### src/rtl/ps2_key_buffer_ctrl.sv
// PS/2 key event buffer controller.
//
// Turns raw scan-code bytes from a PS/2 receiver into key events. The E0 (extended)
// and F0 (break) prefixes are folded into the event that follows them. Each event is
// written as one 32-bit word into a circular buffer in data memory, starting at
// BASE_ADDR. The memory write port is shared with the CPU: a write is requested
// with MemWriteKey and commits in the cycle the arbiter also drives mem_gnt.
//
// Event word layout:
//   [31]    valid mark (always 1)
//   [30:10] zero
//   [9]     extended (E0 seen)
//   [8]     break (F0 seen)
//   [7:0]   scan code
//
// Ports:
//   clk          in   system clock
//   reset        in   synchronous reset, active low (0 = reset)
//   rx_done_tick in   one-cycle pulse, a byte has been received
//   rx_data      in   received byte, valid with rx_done_tick
//   rx_en        out  receiver enable, low while the buffer is full
//   mem_gnt      in   arbiter grant for the memory write port
//   MemWriteKey  out  write request / strobe
//   Addr         out  write byte address
//   dout_ram     out  write data (event word during a write, else 0)
//   rd_ptr       in   consumer read index
//   wr_ptr       out  producer index, next slot to be written
//   overflow     out  sticky, an event or byte was dropped
//   clr_overflow in   one-cycle pulse clearing overflow
module ps2_key_buffer_ctrl #(
  parameter logic [31:0] BASE_ADDR = 32'h0000_1000,
  parameter int unsigned DEPTH     = 16,
  parameter int unsigned PTR_W     = 4
) (
  input  logic             clk,
  input  logic             reset,
  input  logic             rx_done_tick,
  input  logic [7:0]       rx_data,
  output logic             rx_en,
  input  logic             mem_gnt,
  output logic             MemWriteKey,
  output logic [31:0]      Addr,
  output logic [31:0]      dout_ram,
  input  logic [PTR_W-1:0] rd_ptr,
  output logic [PTR_W-1:0] wr_ptr,
  output logic             overflow,
  input  logic             clr_overflow
);

  localparam logic [7:0]       PrefixExt = 8'hE0;
  localparam logic [7:0]       PrefixBrk = 8'hF0;
  localparam logic [PTR_W-1:0] PtrMax    = PTR_W'(DEPTH - 1);

  typedef enum logic [0:0] {
    StIdle,
    StWrite
  } state_e;

  state_e           state_q, state_d;
  logic             ext_q, ext_d;
  logic             brk_q, brk_d;
  logic [7:0]       code_q, code_d;
  logic [PTR_W-1:0] wr_ptr_q, wr_ptr_d;
  logic             overflow_q, overflow_d;

  logic [PTR_W-1:0] wr_ptr_inc;
  logic             full;
  logic             ovf_set;

  // Explicit wrap keeps the pointer correct even if PTR_W were wider than needed.
  assign wr_ptr_inc = (wr_ptr_q == PtrMax) ? '0 : wr_ptr_q + 1'b1;

  // One slot stays unused so that full and empty are distinguishable.
  assign full  = (wr_ptr_inc == rd_ptr);
  assign rx_en = ~full;

  // Address tracks wr_ptr in every state; only the strobe and data are gated.
  assign Addr   = BASE_ADDR + {{(30 - PTR_W){1'b0}}, wr_ptr_q, 2'b00};
  assign wr_ptr = wr_ptr_q;
  assign overflow = overflow_q;

  always_comb begin
    state_d     = state_q;
    ext_d       = ext_q;
    brk_d       = brk_q;
    code_d      = code_q;
    wr_ptr_d    = wr_ptr_q;
    ovf_set     = 1'b0;
    MemWriteKey = 1'b0;
    dout_ram    = 32'h0;

    unique case (state_q)
      StIdle: begin
        if (rx_done_tick) begin
          if (rx_data == PrefixExt) begin
            ext_d = 1'b1;
          end else if (rx_data == PrefixBrk) begin
            brk_d = 1'b1;
          end else if (!full) begin
            code_d  = rx_data;
            state_d = StWrite;
          end else begin
            // No room: the whole event, prefixes included, is discarded.
            ovf_set = 1'b1;
            ext_d   = 1'b0;
            brk_d   = 1'b0;
          end
        end
      end

      StWrite: begin
        MemWriteKey = 1'b1;
        dout_ram    = {1'b1, 21'b0, ext_q, brk_q, code_q};
        // Bytes arriving while a write is pending cannot be queued.
        if (rx_done_tick) begin
          ovf_set = 1'b1;
        end
        // Fullness was checked on entry; a later rd_ptr change never cancels the write.
        if (mem_gnt) begin
          wr_ptr_d = wr_ptr_inc;
          ext_d    = 1'b0;
          brk_d    = 1'b0;
          state_d  = StIdle;
        end
      end

      default: begin
        state_d = StIdle;
      end
    endcase

    // Set has priority over a simultaneous clear.
    if (ovf_set) begin
      overflow_d = 1'b1;
    end else if (clr_overflow) begin
      overflow_d = 1'b0;
    end else begin
      overflow_d = overflow_q;
    end
  end

  always_ff @(posedge clk) begin
    if (!reset) begin
      state_q    <= StIdle;
      ext_q      <= 1'b0;
      brk_q      <= 1'b0;
      code_q     <= 8'h00;
      wr_ptr_q   <= '0;
      overflow_q <= 1'b0;
    end else begin
      state_q    <= state_d;
      ext_q      <= ext_d;
      brk_q      <= brk_d;
      code_q     <= code_d;
      wr_ptr_q   <= wr_ptr_d;
      overflow_q <= overflow_d;
    end
  end

endmodule
### config.mk
export PLATFORM = sky130hd
export DESIGN_NAME = ps2_key_buffer_ctrl
export DESIGN_NICKNAME = d
export VERILOG_FILES = /design/src/rtl/ps2_key_buffer_ctrl.sv
export SDC_FILE = /design/constraint.sdc
export NUM_CORES = 1
export LEC_CHECK = 0
export CAP_MARGIN = 5
export CORE_UTILIZATION = 39
export CTS_CLUSTER_DIAMETER = 30
export DETAILED_ROUTE_END_ITERATION = 7
export PLACE_DENSITY = 0.87
export REMOVE_ABC_BUFFERS = 1
export SLEW_MARGIN = 30
export SYNTH_ARGS = -nofsm -noshare
export SYNTH_HDL_FRONTEND = slang
export SYNTH_SLANG_ARGS = --single-unit
### constraint.sdc
create_clock -name clk -period 3.23 [get_ports clk]
set_input_delay 0.323 -clock clk [delete_from_list [all_inputs] [get_ports clk]]
set_output_delay 0.323 -clock clk [all_outputs]
set_load 0.02 [all_outputs]
### Port wiring

Scale: 8 px per micron.
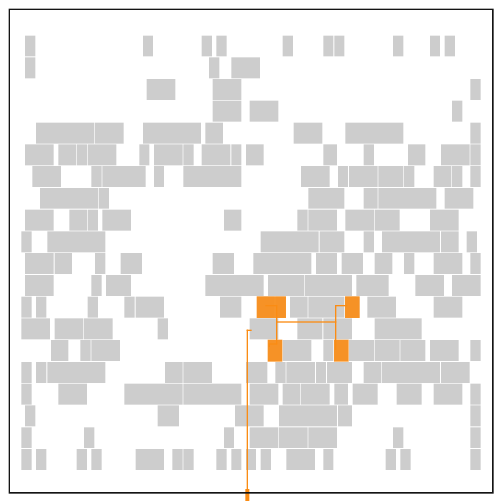
[orange] mem_gnt | direction: input | end cells: 5 | wire: 41.9 microns

### Signal metal coverage by tile

Scale: 6 px per micron. The die is cut into 12 by 12 equal tiles; dark blue is low, red is high, scaled to the fullest tile. Values are wire area over tile area, all layers added.
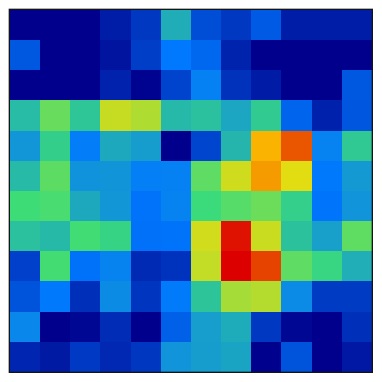
fullest tile: 0.39
densest ninth of the die: east
tiles over half the peak: 18%
mean over tiles: 0.11
emptiest ninth of the die: north-east
nearly empty tiles: 16%
final WL: 2510 microns
GRT Util Overall: 13.9%
Vias: 950
wire length per cell: 10.9 microns

layout make-up:
class	instances	area, sq um	share of cell area (%)
Clock buffer	3	22.5	1.47
Timing Repair Buffer	39	388	25.3
Inverter	3	11.3	0.736
Sequential cell	16	320	20.9
Tap cell	44	55.1	3.60
Multi-Input combinational cell	126	733	47.9
sequential cells by signal, summed over array words and instances, names as in the netlist:
name      cells
code_q        8
wr_ptr        4
brk_q         1
ext_q         1
overflow      1
state_q       1
metrics by stage:
stage | total power [mW] | hold slack (ns) | std cells
floorplan | 0.316 | 0.430 | 145
global placement | 0.366 | 0.439 | 228
detailed placement | 0.367 | 0.446 | 228
CTS | 0.475 | 0.460 | 231
global route | 0.496 | 0.485 | 231
finish | 0.471 | 0.456 | 231
worst max-delay path, stage by stage (launching register included):
cell and delay [ns]:
dfxtp_1 0.51, ha_1 0.31, a21oi_2 0.06, a211oi_2 0.29, xor2_2 0.21, and2_1 0.21, inv_1 0.05, clkdlybuf4s50_1 0.53
report_power, final:
part / leakage [nW] / internal (mW) / switching [mW]
registers: 0.131 / 0.207 / 0.0104
logic: 0.505 / 0.0526 / 0.0937
clock network: 0.0138 / 0.0433 / 0.0634
total: 0.650 / 0.303 / 0.167
worst max-delay path by stage:
stage / startpoint / end / slack (ns) / cells past startpoint
final: wr_ptr[0] / rx_en / 0.44 / 7
after global routing: wr_ptr[0] / rx_en / 0.31 / 7
after global placement: wr_ptr[0] / rx_en / 0.86 / 7
after floorplan: wr_ptr[0] / code_q[0] / 1.06 / 6
after detailed placement: wr_ptr[0] / rx_en / 0.78 / 7
after CTS: wr_ptr[0] / rx_en / 0.44 / 7
cell families (layout without fill, tap and decap cells):
| family | count (synthesis) | after routing | share of synthesized area, % |
|---|---|---|---|
| AND-OR/OR-AND | 15 | 15 | 9.26 |
| XOR/XNOR | 6 | 6 | 4.54 |
| adder cells (fa/ha/maj) | 1 | 1 | 0.945 |
| buffers and inverters | 63 | 45 | 33.7 |
| flip-flops | 16 | 16 | 24.2 |
| multiplexers | 8 | 8 | 6.05 |
| other | 2 | 49 | 0.567 |
| AND/OR/NAND/NOR | 47 | 47 | 20.7 |
cell usage in the layout (no fill, tap or decap), drive strengths merged, types with 3 or more instances in the layout:
cell type / Yosys / routed
conb: 2 / 49
clkdlybuf4s50: 0 / 38
nand2: 20 / 20
dfxtp: 16 / 16
and2: 12 / 12
mux2i: 8 / 8
xnor2: 4 / 4
nor2b: 4 / 4
inv: 3 / 3
nand3: 3 / 3
clkbuf: 5 / 3
a21oi: 3 / 3
routing by layer:
| metal | vias to the layer above | track usage [%] | share of wire, % |
|---|---|---|---|
| met3 | 2 | 4.33 | 6.7 |
| met4 | 0 | 3.65 | 0.32 |
| li1 | 468 | - | - |
| met5 | - | 0 | 0 |
| met1 | 432 | 15.8 | 41 |
| met2 | 48 | 25.0 | 51 |
==> results.cfg <==
; physical design summary
[final_timing]
finalSetupViolCount = 0
fin_crit_ns = 2.79
hold_viol_final = 0
rsz0062_at_grt = no
relSlewSlack_pct = 55.5
tns_ns = 0
drv_slew = 0
fin_crit_sh_pct = 86.3
fmax_ghz = 0.359
skew_ns = 0.00696
tightest_slew_ns = 0.664
setup_slack_ns = 0.442

[global_routing]
antenna_found_initial = 0
grt_pass1_vias = 838
grt_pass1_wl_microns = 3710
overflow = 0
grt_max_degree = 26

[synth]
yosysTopAreaCellShare_pct = 30.6
syn_inst = 158
ys_area_sq_um = 1320
edf_count = 0
yosysMostFrequentCell = buf_4
top_cells_by_area = buf_4, dfxtp_1, mux2i_1, and2_1, nand2_1
synthArstFlopShare_pct = 0
ys_cells = 158
yosys_warnings = 0
avgSynthCellArea_sq_um = 8.38
ys_seq_share_pct = 24.2
top_cells_by_count = buf_4, nand2_1, dfxtp_1, and2_1, mux2i_1
ys.flop_type = dfxtp_1
synth_cell_types = 35
synth_area_sq_um = 1320
yosysTopAreaCell = buf_4
ys_ff = 16

[setup_path]
arrival_ns = 2.47
worstPathRequired_ns = 2.91
r2r-end = code_q[0]
cp_max_fo = 9
cp-start-kind = flop
cp-end-kind = output port
regToRegStartpoint = wr_ptr[0]
rr_worst_depth = 6
crit_type = flop to output port
rrSetupSlack_ns = 1.02

[job]
maxCapViolations = 0
warnings = 25

[final_layout]
syn2layout_area_growth_pct = 15.6
fin_area_sq_um = 1530
drive_gt1_share_pct = 6.42
nets = 207
antenna_cells = 0
final_core_utilization_pct = 48.9
fillers = 324

[clock_tree]
clk_path_buf_depth = 2
cts_tree = done
cts_buffers = 3
postCtsHoldBufs = 0
htreeDepth = 1
cts.clk_slew.worst_paths_ns = 0.10
post-cts-setup-buffer-count = 0
clock_latency_ns = 0.29
clkSinkCount = 16
cts_resized = 0
clk_root_buffer_cell = clkbuf_4

[detailed_routing]
ant_nets = 0
via_per_inst = 4.11
drc = 0
drt_iter0_drc = 31
drt-pass1-iter-count = 4

[power_and_ir_drop]
p_leak_nw = 0.650
peakVddDrop_uv = 214
pwr_density_cell_nw_per_um2 = 308

[min_path]
min_delay_worst_endpoint = code_q[7]
min_delay_path_depth = 2
holdCritStartpoint = code_q[7]
hold_class = flop to flop

[die]
die_h_microns = 60.3
io_pins = 88
die-area_sq_um = 3630
rows = 20
initCoreUtil_pct = 42.3
die_width_microns = 60.3
core_sq_um = 3130

[placed_design]
gp_congestion = 0.766
place_area_sq_um = 1510
io_buffers = 38
place_ws_ns = 0.775
hpwl_microns = 1840

[outcome]
status = finished clean
Power figures rest on the tool's default switching activity, not on a simulated workload.
